--- src/rtl/param_mcycle_cpu.sv ---
// param_mcycle_cpu: multi-cycle 4-opcode core with an instruction-fetch handshake,
// a valid/ready output port, sticky signed overflow, halt detection and debug register reads.
module param_mcycle_cpu #(
  parameter int DATA_W = 8,
  parameter int RA_W = 2,
  parameter int PC_W = 8,
  localparam int INST_W = 2 + 3 * RA_W
) (
  input  logic              clk,
  input  logic              reset,
  output logic              imem_req,
  output logic [PC_W-1:0]   imem_addr,
  input  logic              imem_valid,
  input  logic [INST_W-1:0] imem_data,
  output logic              out_valid,
  input  logic              out_ready,
  output logic [DATA_W-1:0] out_data,
  output logic [PC_W-1:0]   pc,
  output logic              ovf,
  output logic              halted,
  input  logic [RA_W-1:0]   dbg_sel,
  output logic [DATA_W-1:0] dbg_data
);
  typedef enum logic [1:0] {FETCH, EXEC, OUTW, HALT} state_e;
  localparam int NREG = 1 << RA_W;
  state_e state_q, state_d;
  logic [PC_W-1:0] pc_q, pc_d;
  logic [INST_W-1:0] ir_q, ir_d;
  logic [DATA_W-1:0] regs_q [NREG];
  logic [DATA_W-1:0] out_data_q, out_data_d;
  logic out_valid_q, out_valid_d;
  logic ovf_q, ovf_d;
  logic halted_q, halted_d;
  logic we;
  logic [1:0] op;
  logic [RA_W-1:0] rs, rt, rd, wa;
  logic [DATA_W-1:0] a, b, sum;
  logic [PC_W-1:0] joff;
  logic sovf;
  assign op = ir_q[INST_W-1 -: 2];
  assign rs = ir_q[3*RA_W-1 -: RA_W];
  assign rt = ir_q[2*RA_W-1 -: RA_W];
  assign rd = ir_q[RA_W-1:0];
  assign joff = PC_W'($signed(ir_q[3*RA_W-1:0]));
  // ADD uses rt as second operand and rd as destination; ADDI uses the rd field as imm and writes rt
  assign a = regs_q[rs];
  assign b = op == 2'b00 ? regs_q[rt] : DATA_W'($signed(rd));
  assign sum = a + b;
  assign sovf = (a[DATA_W-1] == b[DATA_W-1]) && (sum[DATA_W-1] != a[DATA_W-1]);
  assign wa = op == 2'b00 ? rd : rt;
  always_comb begin
    state_d = state_q;
    pc_d = pc_q;
    ir_d = ir_q;
    out_data_d = out_data_q;
    out_valid_d = out_valid_q;
    ovf_d = ovf_q;
    halted_d = halted_q;
    we = 1'b0;
    case (state_q)
      FETCH: begin
        if (imem_valid) begin
          ir_d = imem_data;
          state_d = EXEC;
        end
      end
      EXEC: begin
        if (!op[1]) begin
          we = 1'b1;
          ovf_d = ovf_q | sovf;
          pc_d = pc_q + PC_W'(1);
          state_d = FETCH;
        end else if (!op[0]) begin
          out_data_d = a;
          out_valid_d = 1'b1;
          state_d = OUTW;
        end else if (joff != '0) begin
          pc_d = pc_q + joff;
          state_d = FETCH;
        end else begin
          halted_d = 1'b1;
          state_d = HALT;
        end
      end
      OUTW: begin
        if (out_ready) begin
          out_valid_d = 1'b0;
          pc_d = pc_q + PC_W'(1);
          state_d = FETCH;
        end
      end
      default: ;
    endcase
  end
  always_ff @(posedge clk or negedge reset) begin
    if (!reset) begin
      state_q <= FETCH;
      pc_q <= '0;
      ir_q <= '0;
      out_data_q <= '0;
      out_valid_q <= 1'b0;
      ovf_q <= 1'b0;
      halted_q <= 1'b0;
      for (int i = 0; i < NREG; i++) regs_q[i] <= '0;
    end else begin
      state_q <= state_d;
      pc_q <= pc_d;
      ir_q <= ir_d;
      out_data_q <= out_data_d;
      out_valid_q <= out_valid_d;
      ovf_q <= ovf_d;
      halted_q <= halted_d;
      if (we) regs_q[wa] <= sum;
    end
  end
  assign imem_req = state_q == FETCH;
  assign imem_addr = pc_q;
  assign pc = pc_q;
  assign out_valid = out_valid_q;
  assign out_data = out_data_q;
  assign ovf = ovf_q;
  assign halted = halted_q;
  assign dbg_data = regs_q[dbg_sel];
endmodule

--- config.mk ---
export PLATFORM = sky130hd
export DESIGN_NAME = param_mcycle_cpu
export DESIGN_NICKNAME = d
export VERILOG_FILES = /design/src/rtl/param_mcycle_cpu.sv
export SDC_FILE = /design/constraint.sdc
export NUM_CORES = 1
export LEC_CHECK = 0
export ABC_CLOCK_PERIOD_IN_PS = 6200
export CAP_MARGIN = 20
export CORE_UTILIZATION = 61
export DETAILED_ROUTE_END_ITERATION = 10
export PLACE_DENSITY = 0.9
export SYNTH_ARGS = -nofsm -noshare
export SYNTH_HDL_FRONTEND = slang
export SYNTH_SLANG_ARGS = --single-unit
--- constraint.sdc ---
create_clock -name clk -period 6.2 [get_ports clk]
set_input_delay 1.24 -clock clk [delete_from_list [all_inputs] [get_ports clk]]
set_output_delay 1.24 -clock clk [all_outputs]
set_load 0.005 [all_outputs]
Run 1, met4 routing:
Bar = 20 um.
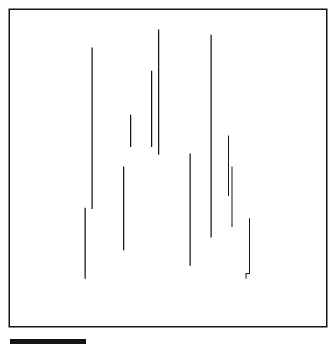
The layer carries 273 um of wire. The layer holds 2.9% of the routed length.

Run 1, selected gate families:
Bar = 20 um.
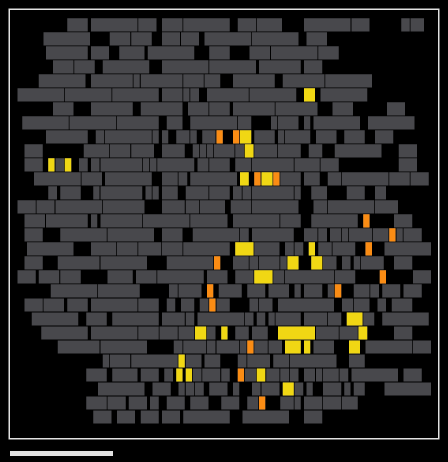
inv cells: drawn in orange, cells 15. nor cells: drawn in yellow, cells 25.

Run 1, placement by cell class:
Bar = 20 um. Fill, decap, tap and diode cells in gray.
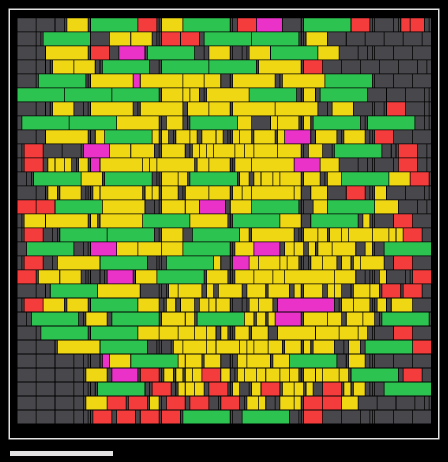
sequential cells: drawn in green, cells 61, share of their area 33%. remaining buffers and delay cells: drawn in red, cells 50, share of their area 11%. clock drivers and dummy loads: drawn in magenta, cells 16, share of their area 4.4%. combinational and other logic: drawn in yellow, cells 260, share of their area 52%.

==> summary.txt, run 1 <==
flow finished, numbers: comb area leader multiplexers, CP max FO 8, setup ws final 1.806 ns, Slew HR 0.4005, Simple-Gate Fraction of Synth Area 0.1103, die area 6912 um^2, core area 6350 um^2, Slew @ Worst Pin 0.8944 ns, Yosys top cell by area dfrtp_1, Latency at later pin 0.35 ns, Via density 6.571, antenna-violating nets left 0, inverter count 15, most common cell in the netlist dfrtp_1, vias in the first global route 3186, Area Growth Syn to Fin 16.67%, nature of the critical path endpoint primary output, Metal-1 WL 3.787 mm, CP dominant cell by count clkdlybuf4s50_1, flip-flop and latch area 1526 um^2, fraction of area in registers 0.3258, post-route cell area 4686 um^2, Setup Viol. Count Final 0, Crit path max-delay family buffers and inverters, clk tree area frac 0.04326, run status complete, no violations, grt total ovfl 0, main flop type dfrtp_1, Setup TNS 0 ns, Synthesized registers 61, register area share after synthesis 0.3801, global-route wire length before repair 15.73 mm, CP Depth 3, M3 GR Usage 0.07555, most frequent logic cells in the routed design 61 x dfrtp_1, 48 x clkdlybuf4s50_1, 47 x mux2_2, 31 x nand2_1, 24 x mux4_2, Crit Path Class in -> out, hold path depth 1, logic area 2311 um^2, shortest period the worst path allows 4.394 ns, Most flops, register regs_q, initial antenna violation count 0, worst r2r src ir_q[2]$_DFFE_PN0P_, Setup Skew 0.004503 ns, critical path, cell by cell clkdlybuf4s50_1 -> mux4_2 -> clkdlybuf4s50_1, Max Used Layer met4, DR WL met2 4.720 mm, Die Wd 83.14 um, # port buffers 49, met3 wire length 600 um, highest-count logic cell in the final layout dfrtp_1, CTS tree done, final-report max-slew violation count 0, n_taps 77, routed vias 3049, H-tree depth 3, GRT Overall Usage 0.2962, Reg2Reg Depth 9, num rows 29, post-cts repair resize count 0, HP Class reg -> reg, RePlAce Congestion 0.8362, total wire length 9.381 mm, clock tree root driver cell clkbuf_8, Final Non-Filler Cells 464, reg2reg setup slack 2.61 ns, CP max-delay cell clkdlybuf4s50_1, Post-CTS Setup Inserts 0, unrepaired setup endpoints after global routing no
Run 1, placed standard cells:
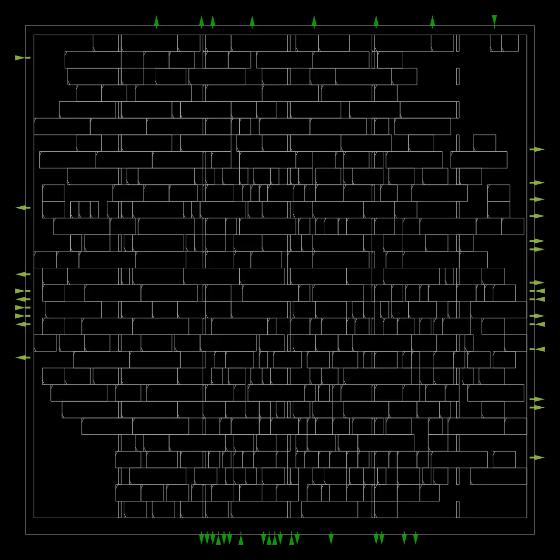

==> run 1 -> run 2 <==
- ABC_CLOCK_PERIOD_IN_PS: 6200 -> 4600
- CORE_UTILIZATION: 61 -> 56
- PLACE_DENSITY: 0.9 -> 0.83
- clock period: 6.2 -> 4.6 ns (I/O delays scaled with it)
Run 2, placed standard cells:
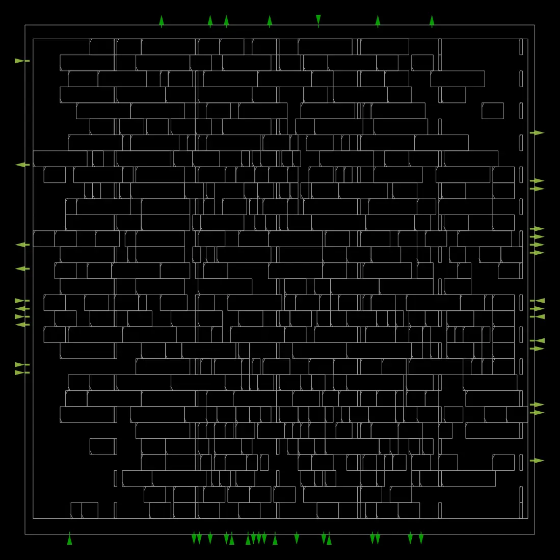
fraction of area in registers: 0.3236
core area: 6869 um^2
Final Non-Filler Cells: 484
final core occ: 0.6867

==> run 2 against run 1 <==
  * Sequential share of layout area is 0.22 points lower
  * Register-to-register slack got worse by 1.3 ns
  * Global-route usage fell by 3.4 points
  * Highest routed layer unchanged
  * First-iteration DRC count is 13% higher
  * Wire length decreased by 5.3%
  * Worst setup slack worse by 0.99 ns
  * Cell count rose by 4.3%
==> summary.txt, run 2 <==
flow finished, numbers: logic area 2311 um^2 (unchanged), worst r2r src ir_q[4]$_DFFE_PN0P_, main flop type dfrtp_1, Metal-1 WL 3.828 mm (+1.1%), Post-CTS Setup Inserts 0 (unchanged), Setup Viol. Count Final 0 (unchanged), required time worst endpoint 3.68 ns, clk tree area frac 0.04297 (-0.0002869), Iteration-0 DRC Markers 237, CTS tree done, Latency at later pin 0.35 ns (about the same), n_taps 96 (+25%), total wire length 8.882 mm (-5.3%), vias in the first global route 2949 (-7.4%), antenna-violating nets left 0 (unchanged), shortest period the worst path allows 3.783 ns, num rows 30 (+3.4%), DR WL met2 4.342 mm (-8.0%), commonest cells in the netlist 61 x dfrtp_1, 47 x mux2_2, 31 x nand2_1, 24 x mux4_2, 19 x ha_1, inverter count 15 (unchanged), clock tree root driver cell clkbuf_8, most frequent logic cells in the routed design 61 x dfrtp_1, 48 x clkdlybuf4s50_1, 47 x mux2_2, 31 x nand2_1, 24 x mux4_2, M3 GR Usage 0.04857 (-0.02698), Yosys warning count 0, hold path depth 1 (unchanged), grt total ovfl 0 (unchanged), unrepaired setup endpoints after global routing no, GRT Overall Usage 0.2625 (-0.03378), # port buffers 49 (unchanged), Fin. Hold Viols 0, Simple-Gate Fraction of Synth Area 0.1103 (unchanged), Slew HR 0.3935 (-0.006930), Via density 6.095 (-7.2%), Clock Path Buffers 2, number of enable flip-flop cells 0, run status complete, no violations, Synthesized registers 61 (unchanged), highest-count logic cell in the final layout dfrtp_1, Setup Skew 0.01012 ns (+0.005615 ns), setup ws final 0.8174 ns (-0.9884 ns), HP Class reg -> reg, final-report max-slew violation count 0 (unchanged), Reg2Reg Depth 7 (-2), Yosys top cell by area dfrtp_1, most common cell in the netlist dfrtp_1, flip-flop and latch area 1526 um^2 (unchanged), met3 wire length 561 um (-6.5%), initial antenna violation count 0 (unchanged), global-route wire length before repair 14.60 mm (-7.2%), CP Depth 3 (unchanged), nature of the critical path endpoint primary output, routed vias 2950 (-3.2%), comb area leader multiplexers, CP dominant cell by count clkdlybuf4s50_1, register area share after synthesis 0.3801 (unchanged), post-route cell area 4717 um^2 (+0.67%), H-tree depth 3 (unchanged), Crit Path Class in -> out, Die Wd 86.69 um (+4.3%), CP max-delay cell clkdlybuf4s50_1, # IOs 50, RePlAce Congestion 0.8769 (+4.9%), reg2reg setup slack 1.35 ns (-1.26 ns), GRT busiest layer met2, Max Used Layer met4, critical path, cell by cell clkdlybuf4s50_1 -> mux4_2 -> clkdlybuf4s50_1, Slew @ Worst Pin 0.9048 ns (+0.01034 ns)
Run 2, met4 routing:
Bar = 20 um.
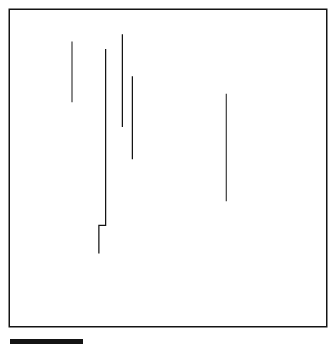

==> run 2 -> run 3 <==
- ABC_CLOCK_PERIOD_IN_PS: 4600 -> 3800
- clock period: 4.6 -> 3.8 ns (I/O delays scaled with it)
Run 3, met4 routing:
Bar = 20 um.
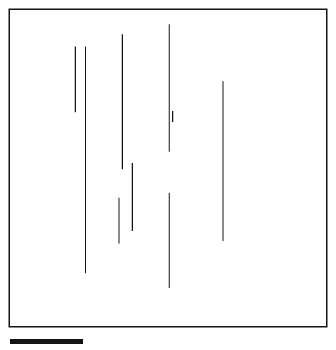
The layer holds 2.8% of the routed length. 8 nets have wire on it. The longest straight run is 61.9 um. The wires run mostly vertical. The layer carries 254 um of wire.

==> run 3 against run 2 <==
  * Critical path depth rose by 1
  * Synthesized area did not move
  * Worst hold slack got worse by 0.13 ns
  * Largest cell class unchanged
  * Highest routed layer unchanged
==> summary.txt, run 3 <==
flow finished, numbers: run status complete, no violations, GRT busiest layer met2, worst r2r src ir_q[2]$_DFFE_PN0P_, Latency at later pin 0.35 ns (about the same), nature of the critical path endpoint primary output, Synthesized registers 61 (unchanged), final core occ 0.6903 (+0.003643), flip-flop and latch area 1526 um^2 (unchanged), final-report max-slew violation count 0 (unchanged), register area share after synthesis 0.3801 (unchanged), number of enable flip-flop cells 0 (unchanged), n_taps 96 (unchanged), most frequent logic cells in the routed design 61 x dfrtp_1, 48 x clkdlybuf4s50_1, 47 x mux2_2, 31 x nand2_1, 24 x mux4_2, Clock Path Buffers 2 (unchanged), required time worst endpoint 3.04 ns (-0.64 ns), Plain + repair buffers 53, clock transition at the registers of the reported paths 0.07 ns, antenna-violating nets left 0 (unchanged), met3 wire length 554 um (-1.2%), shortest period the worst path allows 3.217 ns, Via density 6.171 (+1.2%), critical path, cell by cell clkdlybuf4s50_1 -> buf_4 -> mux4_2 -> clkdlybuf4s50_1, most common cell in the netlist dfrtp_1, Metal-1 WL 4.036 mm (+5.4%), clock tree root driver cell clkbuf_8, Fin. Hold Viols 0 (unchanged), Slew HR 0.4013 (+0.007801), global-route wire length before repair 15.00 mm (+2.7%), clk tree area frac 0.04485 (+0.001884), RePlAce Congestion 0.8628 (-1.6%), logic area 2311 um^2 (unchanged), CP dominant cell by count clkdlybuf4s50_1, M3 GR Usage 0.04952 (+0.0009524), Yosys warning count 0 (unchanged), Setup Viol. Count Final 0 (unchanged), Post-CTS Setup Inserts 0 (unchanged), core area 6869 um^2 (unchanged), CTS tree done, inverter count 15 (unchanged), highest-count logic cell in the final layout dfrtp_1, Setup Skew 0.006537 ns (-0.003582 ns), main flop type dfrtp_1, buffer share of cell area 0.1087, num rows 30 (unchanged), DR WL met2 4.231 mm (-2.6%), vias in the first global route 2916 (-1.1%), # IOs 50 (unchanged), H-tree depth 3 (unchanged), fraction of area in registers 0.3219 (-0.001708), Crit Path Class in -> out, Die Wd 86.69 um (unchanged), Simple-Gate Fraction of Synth Area 0.1103 (unchanged), initial antenna violation count 0 (unchanged), grt total ovfl 0 (unchanged), Reg2Reg Depth 9 (+2), Max Used Layer met4, setup ws final 0.5834 ns (-0.2340 ns)
